Design gc_tx_sequencer_flat, sky130hd; sources not shown.
Fig. 1: run 1, supply network
Pins as bars on the die edge.
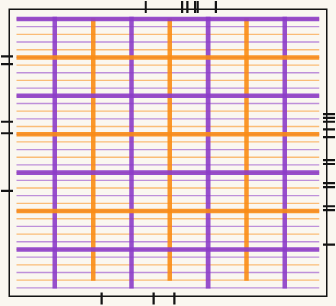
legend:
  VSS:
    color: purple
  VDD:
    color: orange
met5 straps: 7
met1 rails: 36
rows: 35
signal pins: 26
met4 straps: 7
Core Area: 0.01020 mm2
Chip Height: 101.1 um

Fig. 2: run 1, cell classes on the final placement
Bar = 20 um.
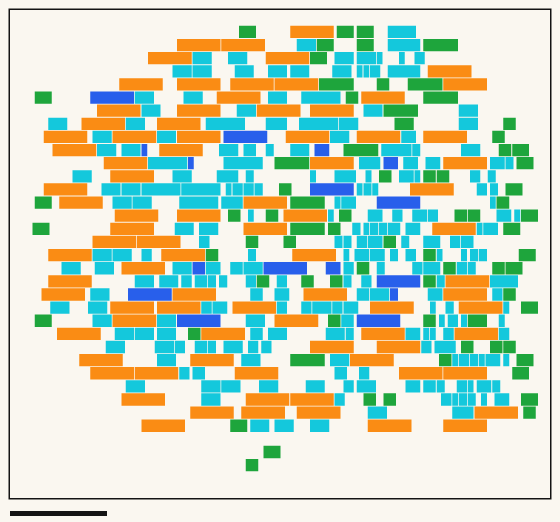
legend:
  remaining logic cells:
    color: cyan
    cells: 239
  clock drivers and dummy loads:
    color: blue
    cells: 16
  remaining buffers and delay cells:
    color: green
    cells: 75
  registers:
    color: orange
    cells: 84
Row Count: 35
Seq area share: 39.25%
cell area after layout: 0.005355 mm2

Fig. 3: run 1, clock wires, drivers and flops
Bar = 20 um.
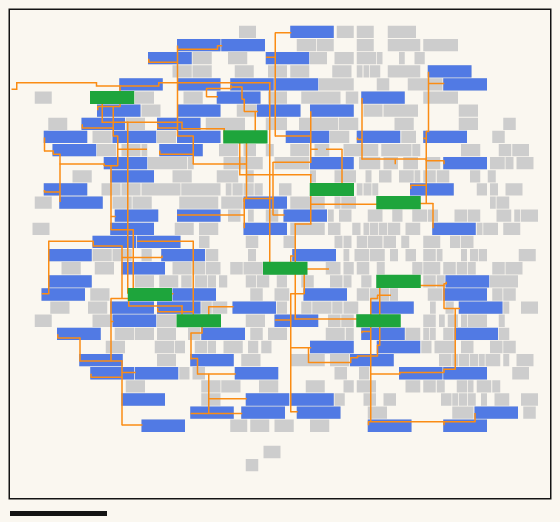
legend:
  flip-flops:
    color: blue
    count: 84
  clock-net drivers:
    color: green
    count: 9
  clock wires:
    color: orange
    length: 1,090 um
flops lie: spread over the die
total clock network power: 1.41 mW
Latency at later pin: 0.34 ns
clock share of power: 24.1%

Fig. 4: run 1, routed metal, one color a layer
Two of the layers only.
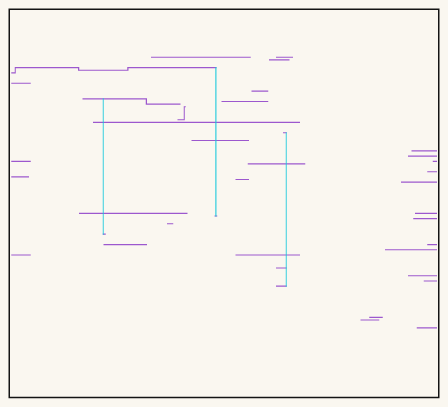
legend:
  M4:
    color: cyan
    wire_length: 114 um
  M3:
    color: purple
    wire_length: 384 um
total vias in the final route: 2,959
WL/cell: 17.66 um
GRT Total Usage: 18.15%
final wirelength: 9.589 mm

==> results.py, run 1 <==
# Generated from Yosys and OpenROAD reports
metrics = {
    "synth": {
        "simple_gate_share_pct": 12.27,
        "fp_nets": 360,
        "ys_area_mm2": 0.004190,
        "synth_seq_share_pct": 50.16,
        "synth.distinct_cells": 46,
        "ys_cells": 336,
        "mux_share_pct": 23.65,
        "synth.yosys.warnings": 0,
        "synth_top_flop_cell": "dfrtp_1",
        "fa_ha_area_share_pct": 1.194,
        "synthCells": 336,
        "synth.avg_cell_area_um2": 12.47,
        "numSynthFlops": 84,
        "async_reset_ff_share_pct": 100.0,
        "top_logic_kind": "multiplexers",
        "aoi_share_pct": 8.749,
        "edf_count": 0,
        "xor_area_share_pct": 2.090,
        "synth_area_mm2": 0.004190,
    },
    "timing": {
        "finalSetupTns_ns": -0.3170,
        "finalCritPeriodShare_pct": 112.6,
        "postLayoutSetupSlackWorst_ns": -0.2701,
        "min_period_ns": 2.420,
        "slew_viol_final": 0,
        "finalSetupViolCount": 2,
        "hold_viol": 0,
        "max_freq_mhz": 413.2,
        "tightest_slew_ns": 0.4155,
        "holdWs_ns": 0.2597,
        "maxSlewHeadroom_pct": 71.59,
        "rsz0062_at_grt": "yes",
    },
    "placement": {
        "dp_cells": 525,
        "dpl_cell_area_mm2": 0.005025,
        "place_congestion": 0.8169,
        "hpwl_mm": 6.509,
        "io_buffers": 25,
        "pre_cts_slack_ns": -0.3770,
    },
    "power_and_ir_drop": {
        "peakVddDrop_uv": 753.9,
        "p_total_mw": 5.869,
        "power.leakage_nw": 2.345,
        "pwr_density_cell_mw_per_mm2": 1096,
    },
    "critical_path": {
        "crit_chain": "buf_12, mux4_2, a22oi_2, a21oi_1, a21oi_1, nand4_1, buf_4",
        "rrSetupSlack_ns": 0.09,
        "start_kind": "flip-flop",
        "cp_max_fo": 8,
        "path_depth": 7,
        "end_kind": "output port",
        "crit_required_ns": 1.88,
        "crit_path_max_incr_delay_ns": 0.50,
        "crit_type": "reg -> out",
        "critPathSlowestCell": "mux4_2",
        "crit_path_frequent_cell": "a21oi_1",
        "reg2reg_depth": 7,
        "path_buffers": 2,
        "worst-endpoint-arrival_ns": 2.16,
        "crit_family": "multiplexers",
    },
    "final_layout": {
        "fillers": 868,
        "flop_area_mm2": 0.002102,
        "buffers": 75,
        "mostFrequentLayoutCells": "dfrtp_1 (84), mux2_2 (72), buf_4 (40), clkdlybuf4s50_1 (22)",
        "buffer_area_share_pct": 14.07,
        "clkCellAreaFrac_pct": 5.070,
        "comb_area_mm2": 0.002048,
        "diodes": 0,
        "nNetsFinal": 433,
        "postLayoutCoreUtil_pct": 52.48,
        "lay_top_count": "dfrtp_1",
        "flops": 84,
        "finalNonFillerCells": 543,
        "comb_area_share_pct": 38.25,
        "logic_gates": 234,
        "area_delta_synth_final_pct": 27.80,
        "n_all_inverters": 5,
        "largest_reg_flops": 64,
        "drive_above_1_share_pct": 40.10,
        "nClkBuffers": 11,
        "largest_class": "sequential cells",
    },
    "global_routing": {
        "grt_pass1_vias": 3075,
        "grt_overflow_total": 0,
        "antenna_found_initial": 0,
        "grt_pass1_wl_mm": 15.96,
        "grt_max_degree": 46,
    },
    "flow_run": {
        "tool_warnings": 29,
        "cap_violations": 0,
    },
    "detailed_routing": {
        "via_per_inst": 5.449,
        "drtPass1Iterations": 4,
        "drc": 0,
        "drtIter0Drc": 236,
        "postRouteAntennaNets": 0,
    },
    "die": {
        "fp_util_pct": 41.07,
        "num_tap_cells": 129,
        "io_pins": 26,
        "die_x_um": 111.9,
        "dieArea_mm2": 0.01131,
    },
    "clock_tree": {
        "clk_pin_slew_worst_paths_ns": 0.06,
        "clock_sinks": 84,
        "cts_max_level": 3,
        "numCtsBuffers": 9,
        "cts-root-buf": "clkbuf_16",
        "tritoncts": "done",
        "clk_path_buf_depth": 2,
    },
    "outcome": {
        "status": "complete, but fails checks",
        "violations": "negative setup slack",
    },
    "worst_hold_path": {
        "min_path_type": "in -> async",
    },
}
[run 1: routing by layer]
| metal | up-vias | track usage, % | wire length [um] |
|---|---|---|---|
| li1 | 1393 | - | - |
| met1 | 1503 | 24.65 | 4538 |
| met2 | 56 | 29.23 | 4553 |
| met3 | 7 | 4.089 | 383 |
| met4 | 0 | 5.983 | 114 |
| met5 | - | 0 | 0 |
[run 1: synthesized netlist by cell type (all sizes together) (6+ instances only)]
library cell  count  area, um2
a211oi            7      52.55
mux2             72      810.8
nor2b            13      81.33
clkbuf            6      22.52
o21ai            11      55.05
nor2             18      77.57
nor3              8      51.30
mux4              8      180.2
a21oi            12      71.32
nand3             6      35.03
nand2            15      56.30
buf               7      37.54
dfrtp            84       2102
[run 1: where the power goes]
group | switching [mW] | leakage [nW] | internal (mW) | total (mW)
Combinational | 0.847 | 1.13 | 1.09 | 1.94
Clock | 0.627 | 0.130 | 0.787 | 1.41
Sequential | 0.335 | 1.09 | 2.18 | 2.52
Total | 1.81 | 2.34 | 4.06 | 5.87
[run 1: kinds of logic after synthesis]
| family | Yosys count |
|---|---|
| buffers and inverters | 18 |
| adders and majority gates | 4 |
| AOI/OAI and AO/OA | 53 |
| and+or+nand+nor | 87 |
| xor gates and xnor gates | 10 |
| muxes | 80 |
| DFF | 84 |
[run 1: repair_timing]
item / 4_1_cts / 5_1_grt
resized: 10 / 8
hold buffers: 1 / 0
buffers inserted: 0 / 1
cloned: 0 / 0
pin swaps: 6 / 4
setup endpoints to repair: 2 / 8
endpoints found under the hold margin: 21 / 0
[run 1: worst reg2reg max path, delay by kind of cell (launching register included)]
kind / cells / cell delay [ns]
flip-flops: 1 / 0.39
buffers and inverters: 2 / 0.31
AND-OR/OR-AND: 1 / 0.22
multiplexers: 1 / 0.34
AND/OR/NAND/NOR: 3 / 0.64
Fig. 5: run 1, clock routing
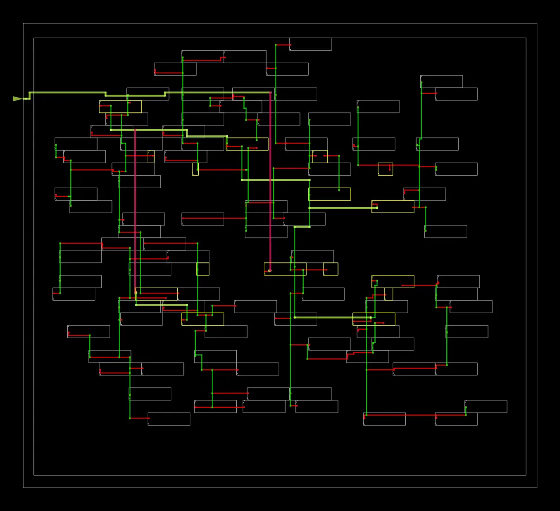

==> run 2: changes to the inputs <==
--- a/config.mk
+++ b/config.mk
@@ -5,6 +5,7 @@
 export SDC_FILE = /design/constraint.sdc
 export NUM_CORES = 1
 export LEC_CHECK = 0
+export ABC_CLOCK_PERIOD_IN_PS = 2760
 export CAP_MARGIN = 20
 export CORE_ASPECT_RATIO = 0.9
 export CORE_MARGIN = 2
==> constraint.sdc (replaced) <==
create_clock -name sys_clk -period 2.76 [get_ports sys_clk]
set_clock_uncertainty 0.05 [all_clocks]
set_input_delay 0.276 -clock sys_clk [delete_from_list [all_inputs] [get_ports sys_clk]]
set_output_delay 0.276 -clock sys_clk [all_outputs]
set_load 0.02 [all_outputs]
Fig. 6: run 2, clock routing
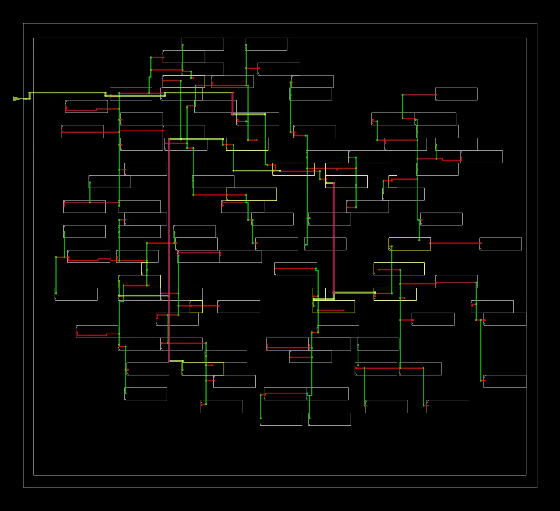
# clk buffers: 10
clock sink count: 84
Num CTS Buffers: 9

Fig. 7: run 2, routed metal, one color a layer
Two of the layers only.
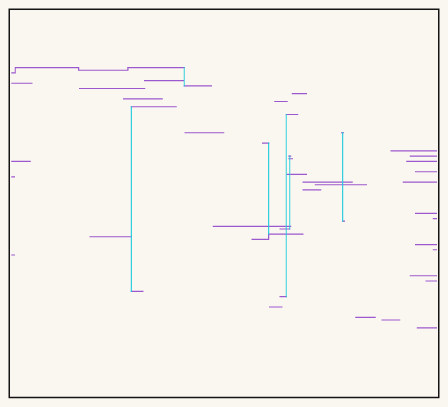
legend:
  M3:
    color: purple
    wire_length: 308 um
  M4:
    color: cyan
    wire_length: 167 um
GRT Total Usage: 17.30%
WL/cell: 18.14 um
final wirelength: 9.235 mm

==> run 2 against run 1 <==
The flow now finishes without violations. Critical path depth down 1. First-iteration DRC count down 23%. Worst hold slack improved by 0.13 ns. Routed wire length decreased by 3.7%. Via count shrank 4.2%. Setup slack better by 0.42 ns. Clock-buffer cell count down 1. Critical endpoint is now bus_bit_digit[1]. Largest cell class unchanged.
==> results.py, run 2 <==
# Generated from Yosys and OpenROAD reports
metrics = {
    "final_layout": {
        "postLayoutCoreUtil_pct": 49.20,
        "largest_reg_flops": 64,
        "diodes": 0,
        "stdcell_area_mm2": 0.005020,
        "lay_top_count": "dfrtp_1",
        "nNetsFinal": 399,
    },
    "global_routing": {
        "grt_pass1_wl_mm": 15.23,
        "grt_overflow_total": 0,
        "grt_max_degree": 85,
        "antenna_found_initial": 0,
    },
    "synth": {
        "synth_area_mm2": 0.004190,
        "yosysTopAreaCellShare_pct": 50.16,
        "ys_area_mm2": 0.004190,
        "synth_top_flop_cell": "dfrtp_1",
        "async_reset_ff_share_pct": 100.0,
        "synth.yosys.warnings": 0,
        "synth_seq_share_pct": 50.16,
        "synth.avg_cell_area_um2": 12.47,
        "yosys.area.top_type": "dfrtp_1",
        "synthTopCellsByCount": "dfrtp_1 (84), mux2_2 (72), nand2_1 (15)",
        "synthCells": 336,
        "top_cell": "dfrtp_1",
        "top_cells_by_area": "dfrtp_1 (50%), mux2_2 (19%), mux4_2 (4.3%), nor2b_1 (1.9%), nand2_1 (1.3%)",
        "synth.distinct_cells": 46,
    },
    "clock_tree": {
        "cts-root-buf": "clkbuf_16",
        "tritoncts": "done",
        "clk_pin_slew_worst_paths_ns": 0.06,
        "clk_path_buf_depth": 2,
        "clkLatencyLatePin_ns": 0.33,
        "cts_max_level": 3,
    },
    "flow_run": {
        "cap_violations": 0,
        "tool_warnings": 27,
    },
    "critical_path": {
        "worst-endpoint-arrival_ns": 2.29,
        "crit_path_max_incr_delay_ns": 0.62,
        "cp_max_fo": 6,
        "end_kind": "output port",
        "crit_chain": "inv_1, ha_1, nand2b_1, nor3_1, or2_2, clkdlybuf4s50_1",
        "reg2reg_depth": 5,
        "rrSetupSlack_ns": 0.44,
        "crit_type": "reg -> out",
    },
    "timing": {
        "finalSetupViolCount": 0,
        "slew_viol_final": 0,
        "tightest_slew_ns": 0.6484,
        "finalCritPeriodShare_pct": 94.75,
        "hold_viol": 0,
        "maxSlewHeadroom_pct": 56.63,
        "rsz0062_at_grt": "no",
    },
    "placement": {
        "dpl_cell_area_mm2": 0.004669,
        "io_buffers": 25,
        "hpwl_mm": 6.083,
        "place_congestion": 0.7811,
    },
    "die": {
        "dieArea_mm2": 0.01131,
        "fp_util_pct": 41.07,
        "core-area_mm2": 0.01020,
    },
    "outcome": {
        "status": "finished clean",
    },
    "detailed_routing": {
        "postRouteAntennaNets": 0,
        "num_vias": 2836,
        "drtIter0Drc": 182,
        "drc": 0,
    },
    "worst_hold_path": {
        "min_path_type": "in -> async",
    },
    "power_and_ir_drop": {
        "pwr_density_cell_mw_per_mm2": 912.2,
        "power.leakage_nw": 2.165,
    },
}
Fig. 8: run 2, supply network
Pins as bars on the die edge.
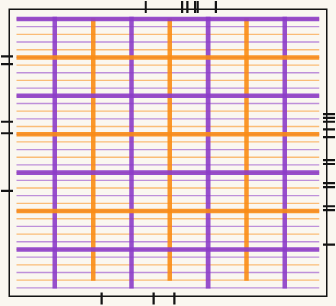
legend:
  VDD:
    color: orange
  VSS:
    color: purple
rows: 35
signal pins: 26
met1 rails: 36
met5 straps: 7
met4 straps: 7
die width: 111.9 um
Peak VDD IR: 511.7 uV

-- run 2: stage by stage --
step,hold WS (ns),setup slack (ns),power (mW),cells
after floorplan,-0.06959,0.6709,2.877,336
after global placement,0.4312,0.1807,3.299,491
after detailed placement,0.4350,0.1584,3.332,491
after CTS,0.1212,0.01304,4.612,507
after global routing,0.4309,0.05903,4.848,509
final,0.3890,0.1450,4.579,509
-- run 2: power by group --
part,internal (mW),switching (mW)
combinational,0.737,0.585
sequential,1.70,0.289
clock,0.792,0.477
-- run 2: layout make-up --
cell class,instances,area [um2],share of cell area (%)
tap,129,161.4,3.215
clock buffer,10,229.0,4.561
sequential,84,2102,41.87
inverter,5,18.77,0.3739
timing repair buffer,41,410.4,8.175
clock inverter,6,88.84,1.770
multi-input combinational,234,2009,40.03
-- run 2: what timing repair did --
item	CTS	global route
setup buffers	0	0
resized	2	1
setup endpoints to repair	1	1
hold endpoints to repair	0	34
hold buffers	0	1
pin swaps	0	0
-- run 2: critical path: cells and delay by family, from the launching register on --
family | cells | cell delay, ns
buf+inv | 2 | 0.85
simple gates | 3 | 0.49
fa+ha+maj | 1 | 0.20
flops | 1 | 0.43
-- run 2: routing by layer --
layer | track usage (%) | up-vias | wire length [um]
met2 | 27.32 | 61 | 4173
li1 | - | 1325 | -
met1 | 23.98 | 1437 | 4588
met4 | 7.028 | 0 | 166
met5 | 0 | - | 0
met3 | 3.007 | 13 | 308
-- run 2: logic make-up after synthesis --
family	Yosys count	share of synthesized area (%)
adders and majority gates	4	1.194
muxes	80	23.65
DFF	84	50.16
buffers and inverters	18	1.881
xor gates and xnor gates	10	2.090
AOI/OAI and AO/OA	53	8.749
and+or+nand+nor	87	12.27
Power and IR drop assume default switching activity.
